$ cat src/rtl/rif_arb_pkg.sv
// Shared types and helpers for the register-interface arbiter.
// Latency: n/a (types and constant functions only).
// Backpressure: n/a.
package rif_arb_pkg;

    typedef enum logic [1:0] {
        IDLE  = 2'd0,
        ISSUE = 2'd1,
        RESP  = 2'd2
    } rif_state_t;

    // Width of an owner index for n requesters; never narrower than one bit.
    function automatic int owner_width(input int n);
        return (n > 1) ? $clog2(n) : 1;
    endfunction

endpackage

$ cat src/rtl/rif_rr_picker.sv
// Winner selection among requesters: round-robin after i_last, or fixed
// lowest-index priority when RIF_ARB_FIXED_PRIO_EN is defined.
// Latency: combinational. Backpressure: none, a zero request gives a zero grant.
module rif_rr_picker
    import rif_arb_pkg::*;
#(
    parameter int N_PORTS = 2,
    parameter int IDX_W   = owner_width(N_PORTS)
) (
    input  logic [N_PORTS-1:0] i_req,
    input  logic [IDX_W-1:0]   i_last,
    output logic [N_PORTS-1:0] o_grant,
    output logic [IDX_W-1:0]   o_idx
);

    logic             w_found;
    logic [IDX_W-1:0] w_cidx;

    // Scan candidates in priority order and keep the first requester found.
    always_comb begin
        o_grant = '0;
        o_idx   = '0;
        w_found = 1'b0;
        w_cidx  = '0;
`ifdef RIF_ARB_FIXED_PRIO_EN
        for (int i = 0; i < N_PORTS; i++) begin
            w_cidx = IDX_W'(i);
            if (!w_found && i_req[w_cidx]) begin
                w_found         = 1'b1;
                o_grant[w_cidx] = 1'b1;
                o_idx           = w_cidx;
            end
        end
`else
        for (int k = 1; k <= N_PORTS; k++) begin
            w_cidx = IDX_W'((int'(i_last) + k) % N_PORTS);
            if (!w_found && i_req[w_cidx]) begin
                w_found         = 1'b1;
                o_grant[w_cidx] = 1'b1;
                o_idx           = w_cidx;
            end
        end
`endif
    end

endmodule

$ cat src/rtl/rif_arbiter.sv
// N-port arbiter onto one register interface (IDLE -> ISSUE -> RESP).
// Latency: m_done two cycles after the request is sampled in IDLE; one access per 3 cycles.
// Backpressure: losers keep m_req high and wait; RIF_ARB_FIXED_PRIO_EN selects fixed priority.
module rif_arbiter
    import rif_arb_pkg::*;
#(
    parameter int N_PORTS    = 2,
    parameter int ADDR_WIDTH = 12,
    parameter int DATA_WIDTH = 32,
    parameter int BYTE_COUNT = DATA_WIDTH / 8
) (
    input  logic                             HCLK,
    input  logic                             HRESETn,
    input  logic [N_PORTS-1:0]               m_req,
    input  logic [N_PORTS-1:0]               m_write,
    input  logic [N_PORTS*ADDR_WIDTH-1:0]    m_addr,
    input  logic [N_PORTS*BYTE_COUNT-1:0]    m_wstrb,
    input  logic [N_PORTS*DATA_WIDTH-1:0]    m_wdata,
    output logic [N_PORTS-1:0]               m_done,
    output logic [DATA_WIDTH-1:0]            m_rdata,
    output logic                             m_err,
    output logic [ADDR_WIDTH-1:0]            rif_addr,
    output logic                             rif_wr_req,
    output logic                             rif_rd_req,
    output logic [BYTE_COUNT-1:0]            rif_wstrb,
    output logic [DATA_WIDTH-1:0]            rif_wdata,
    input  logic                             rif_addr_valid,
    input  logic [DATA_WIDTH-1:0]            rif_rdata
);

    localparam int IDX_W = owner_width(N_PORTS);

    rif_state_t            r_state;
    logic [IDX_W-1:0]      r_owner;
    logic                  r_write;
    logic [ADDR_WIDTH-1:0] r_addr;
    logic [BYTE_COUNT-1:0] r_wstrb;
    logic [DATA_WIDTH-1:0] r_wdata;

    logic [N_PORTS-1:0]    w_grant;
    logic [IDX_W-1:0]      w_idx;
    logic [IDX_W-1:0]      w_last;
    logic                  w_sel_write;
    logic [ADDR_WIDTH-1:0] w_sel_addr;
    logic [BYTE_COUNT-1:0] w_sel_wstrb;
    logic [DATA_WIDTH-1:0] w_sel_wdata;

`ifdef RIF_ARB_FIXED_PRIO_EN
    // Fixed priority has no history to keep.
    assign w_last = '0;
`else
    logic [IDX_W-1:0] r_last_owner;
    assign w_last = r_last_owner;

    // Remember the most recent grant; reset value makes port 0 win first.
    always_ff @(posedge HCLK or negedge HRESETn) begin
        if (!HRESETn) begin
            r_last_owner <= IDX_W'(N_PORTS - 1);
        end else if (r_state == IDLE && (|w_grant)) begin
            r_last_owner <= w_idx;
        end
    end
`endif

    rif_rr_picker #(
        .N_PORTS (N_PORTS),
        .IDX_W   (IDX_W)
    ) u_picker (
        .i_req   (m_req),
        .i_last  (w_last),
        .o_grant (w_grant),
        .o_idx   (w_idx)
    );

    // One-hot mux of the winning port's payload.
    always_comb begin
        w_sel_write = 1'b0;
        w_sel_addr  = '0;
        w_sel_wstrb = '0;
        w_sel_wdata = '0;
        for (int i = 0; i < N_PORTS; i++) begin
            if (w_grant[IDX_W'(i)]) begin
                w_sel_write = m_write[IDX_W'(i)];
                w_sel_addr  = m_addr[i*ADDR_WIDTH +: ADDR_WIDTH];
                w_sel_wstrb = m_wstrb[i*BYTE_COUNT +: BYTE_COUNT];
                w_sel_wdata = m_wdata[i*DATA_WIDTH +: DATA_WIDTH];
            end
        end
    end

    // The payload registers drive the interface directly so they hold between accesses.
    assign rif_addr  = r_addr;
    assign rif_wstrb = r_wstrb;
    assign rif_wdata = r_wdata;

    // Access sequencer: grant in IDLE, strobe in ISSUE, respond in RESP.
    always_ff @(posedge HCLK or negedge HRESETn) begin
        if (!HRESETn) begin
            r_state    <= IDLE;
            r_owner    <= '0;
            r_write    <= 1'b0;
            r_addr     <= '0;
            r_wstrb    <= '0;
            r_wdata    <= '0;
            rif_wr_req <= 1'b0;
            rif_rd_req <= 1'b0;
            m_done     <= '0;
            m_err      <= 1'b0;
            m_rdata    <= '0;
        end else begin
            rif_wr_req <= 1'b0;
            rif_rd_req <= 1'b0;
            m_done     <= '0;
            m_err      <= 1'b0;
            case (r_state)
                IDLE: begin
                    if (|w_grant) begin
                        r_owner    <= w_idx;
                        r_write    <= w_sel_write;
                        r_addr     <= w_sel_addr;
                        r_wstrb    <= w_sel_wstrb;
                        r_wdata    <= w_sel_wdata;
                        rif_wr_req <= w_sel_write;
                        rif_rd_req <= ~w_sel_write;
                        r_state    <= ISSUE;
                    end
                end
                ISSUE: begin
                    // rif_rdata is combinational from rif_addr, so sample it here.
                    m_rdata <= r_write ? '0 : rif_rdata;
                    m_err   <= ~rif_addr_valid;
                    m_done  <= {{(N_PORTS-1){1'b0}}, 1'b1} << r_owner;
                    r_state <= RESP;
                end
                RESP: begin
                    r_state <= IDLE;
                end
                default: begin
                    r_state <= IDLE;
                end
            endcase
        end
    end

endmodule

$ cat config.mk
export PLATFORM = sky130hd
export DESIGN_NAME = rif_arbiter
export DESIGN_NICKNAME = d
export VERILOG_FILES = /design/src/rtl/rif_arb_pkg.sv /design/src/rtl/rif_rr_picker.sv /design/src/rtl/rif_arbiter.sv
export SDC_FILE = /design/constraint.sdc
export NUM_CORES = 1
export LEC_CHECK = 0
export ABC_CLOCK_PERIOD_IN_PS = 1610
export CELL_PAD_IN_SITES_DETAIL_PLACEMENT = 1
export CELL_PAD_IN_SITES_GLOBAL_PLACEMENT = 1
export CORE_MARGIN = 2
export CORE_UTILIZATION = 26
export DETAILED_ROUTE_END_ITERATION = 10
export GPL_TIMING_DRIVEN = 1
export PLACE_DENSITY = 0.88
export SYNTH_ARGS = -nofsm -noshare
export SYNTH_HDL_FRONTEND = slang
export SYNTH_SLANG_ARGS = --single-unit
$ cat constraint.sdc
create_clock -name HCLK -period 1.61 [get_ports HCLK]
set_input_delay 0.322 -clock HCLK [delete_from_list [all_inputs] [get_ports HCLK]]
set_output_delay 0.322 -clock HCLK [all_outputs]
set_load 0.005 [all_outputs]
Ports around the boundary:
Drawn at 3 px/micron. Pins as bars across the die edge, other pins in grey.
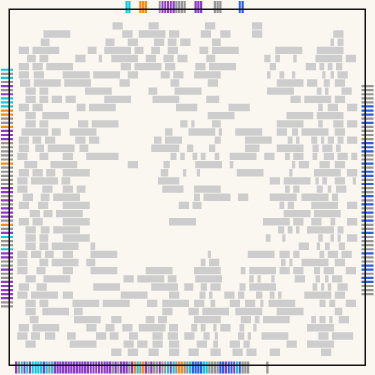
| port | colour | pins | direction | edge |
|---|---|---|---|---|
| rif_addr | orange | 12 | output | 5 left, 4 bottom, 3 top |
| rif_rdata | blue | 32 | input | 21 right, 9 bottom, 2 top |
| m_wdata | purple | 64 | input | 36 bottom, 20 left, 8 top |
| m_addr | cyan | 24 | input | 15 bottom, 7 left, 2 top |
all pins by edge: 86 bottom, 59 left, 52 right, 23 top
quantity of I/O buffers inserted on ports: 170
Die Y-Extent: 118 microns
Die Width: 118 microns

Clock routing:
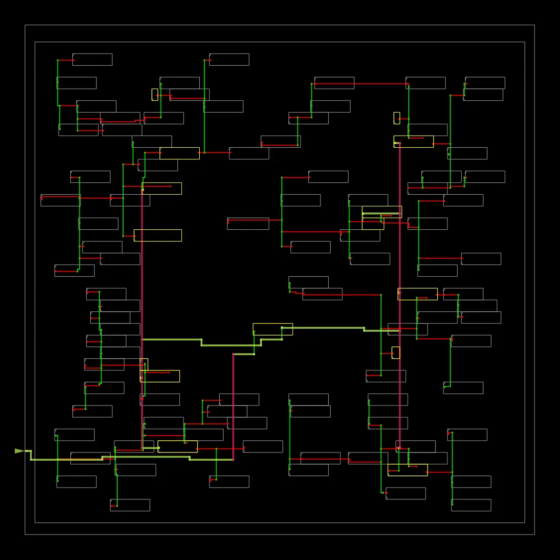
Clock Power: 2.04 mW
Worst Skew: 0.00778 ns
final sequential cell count: 90

The metal 4 layer:
Drawn at 3 px/micron. Supply wires on this layer in grey. Cells faint in the background.
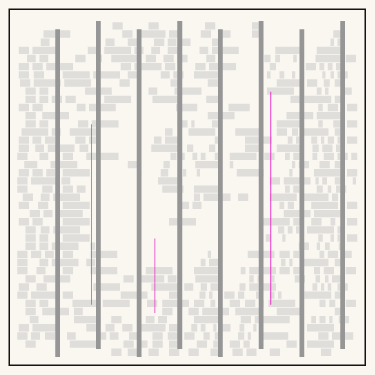
wire length on this layer: 155 microns
main direction: vertical
nets with wire on the layer: 2
sum of routed wire length over all layers: 10200 microns
Vias: 2795

Zoomed window:
Window x 64 to 114, y 64 to 114 microns. Cells in grey, sequential cells in the stronger grey; small squares are vias.
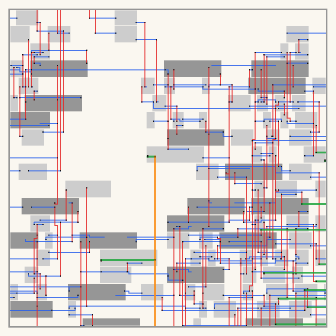
| layer | colour |
|---|---|
| metal 2 | red |
| metal 3 | green |
| metal 1 | blue |
| metal 4 | orange |
most frequent: clkdlybuf4s50_1 (27), dfrtp_1 (17), o21ai_1 (11)
sequential cells in the window: 17
cells with their middle in the window: 90
netlist names of flops here include: m_rdata (10), rif_wdata (3)

Met3 routing:
Drawn at 4 px/micron. Cells faint in the background.
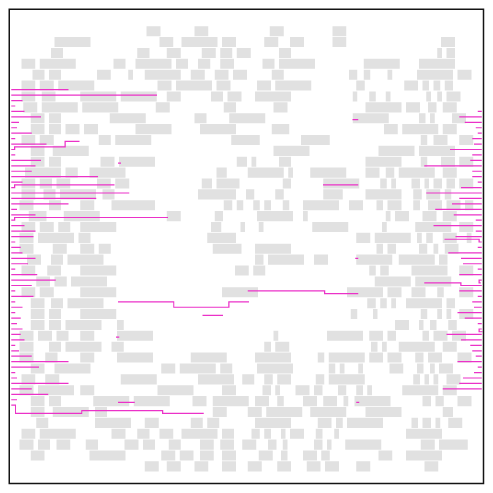
longest straight run: 38.2 microns
share of all routed wire: 7.6%
main direction: horizontal
met3 track demand over resource: 5.12%

==> changes_impl.md <==
### Implementation results

* Synthesized area divided by synthesized cell count at 12.3 sq um
* Detail Placement HPWL at between 7000 and 8000 microns
* Worst-case vdd ir drop at about 0.62 mV
* Worst-case reg-to-reg path depth at 4
* Internal power consumption at 7.32 mW
* Placed cell count at between 600 and 700
* Comb_multi_in at between 150 and 200
* Critical path data arrival time at 1.25 ns
* Placeable core area at 12700 sq um
* Compound-gate portion of the synthesized area at 18.2%
* Data required time of the critical path at 1.29 ns
* Global-route wire length before repair at 16800 microns
* Final setup violating endpoints at 0
* Vias in the first global route at 3175
* Switching power share of the total at a little under a third
* Number of antenna violations at the first check in global routing at 0
* Routed wire per std cell at about 17 microns
* Proportion of layout cells with a drive suffix above 1 at 6.49%
* Proportion of power drawn by the clock network at 19.3%
* Total length of routed met2 wires at between 5000 and 6000 microns
* Combinational share of cell area at 18.1%
* Non-Filler Cell Area, Final at approximately 5600 sq um
* Post-layout util at approximately 44%
* Kind of cell adding the most delay to the critical path: buffers and inverters
* Dominant kind of cell by area: registers
* CTS HTree Levels at 3
* Layout clock area frac at 5.11%
* Worst setup path end: rif_wstrb[1]
* Dpl cell area at about 5300 sq um
* Critical Path Max Stage Delay at between 0.5 and 0.6 ns
* Sinks on the clock net at 90
* Multiplexer share of the synthesized area at 0%
* Most frequent cells after synthesis: dfrtp_1 (89), a22o_1 (49), nand2b_1 (34)
* M1 WL at between 4000 and 5000 microns
* Overall power consumption at approximately 11 mW
* Yosys top cell by area: dfrtp_1
* Number of fill cells at 1375
* Leak pwr at 2.47 nW
* Share of total power in combinational logic at 43.1%
* Maximum number of pins on one net before global-route repair at between 90 and 100
* Most frequently used flop master after synthesis: dfrtp_1
* Outcome: complete, no violations
* Root Buffer: clkbuf_16
* I/O pin cnt at 220
* Post-cts hold-fix buffer tally at 0
* Hold Fails Final Rpt at 0
* Async set-reset flop share out of synthesis at 100%
* Post-layout minimum cycle time at 1.57 ns
* Count of inverters other than clock inverters in the layout at 2
* Yosys warnings at 0
* Registers, synthesis at about 90
* Fin. max-slew vios at 0
* Antenna Diode Count at 0
* Part of the power in registers at 37.6%
* Critical Path Start: rif_wstrb[1]$_DFFE_PN0P_
* Number of DRC violations after detailed routing at 0
* Plain + repair buffers at 178
* Crit path depth at 1
* Syn nets at 410
* Worst Setup End Kind: primary output
Power figures rest on the tool's default switching activity, not on a simulated workload.
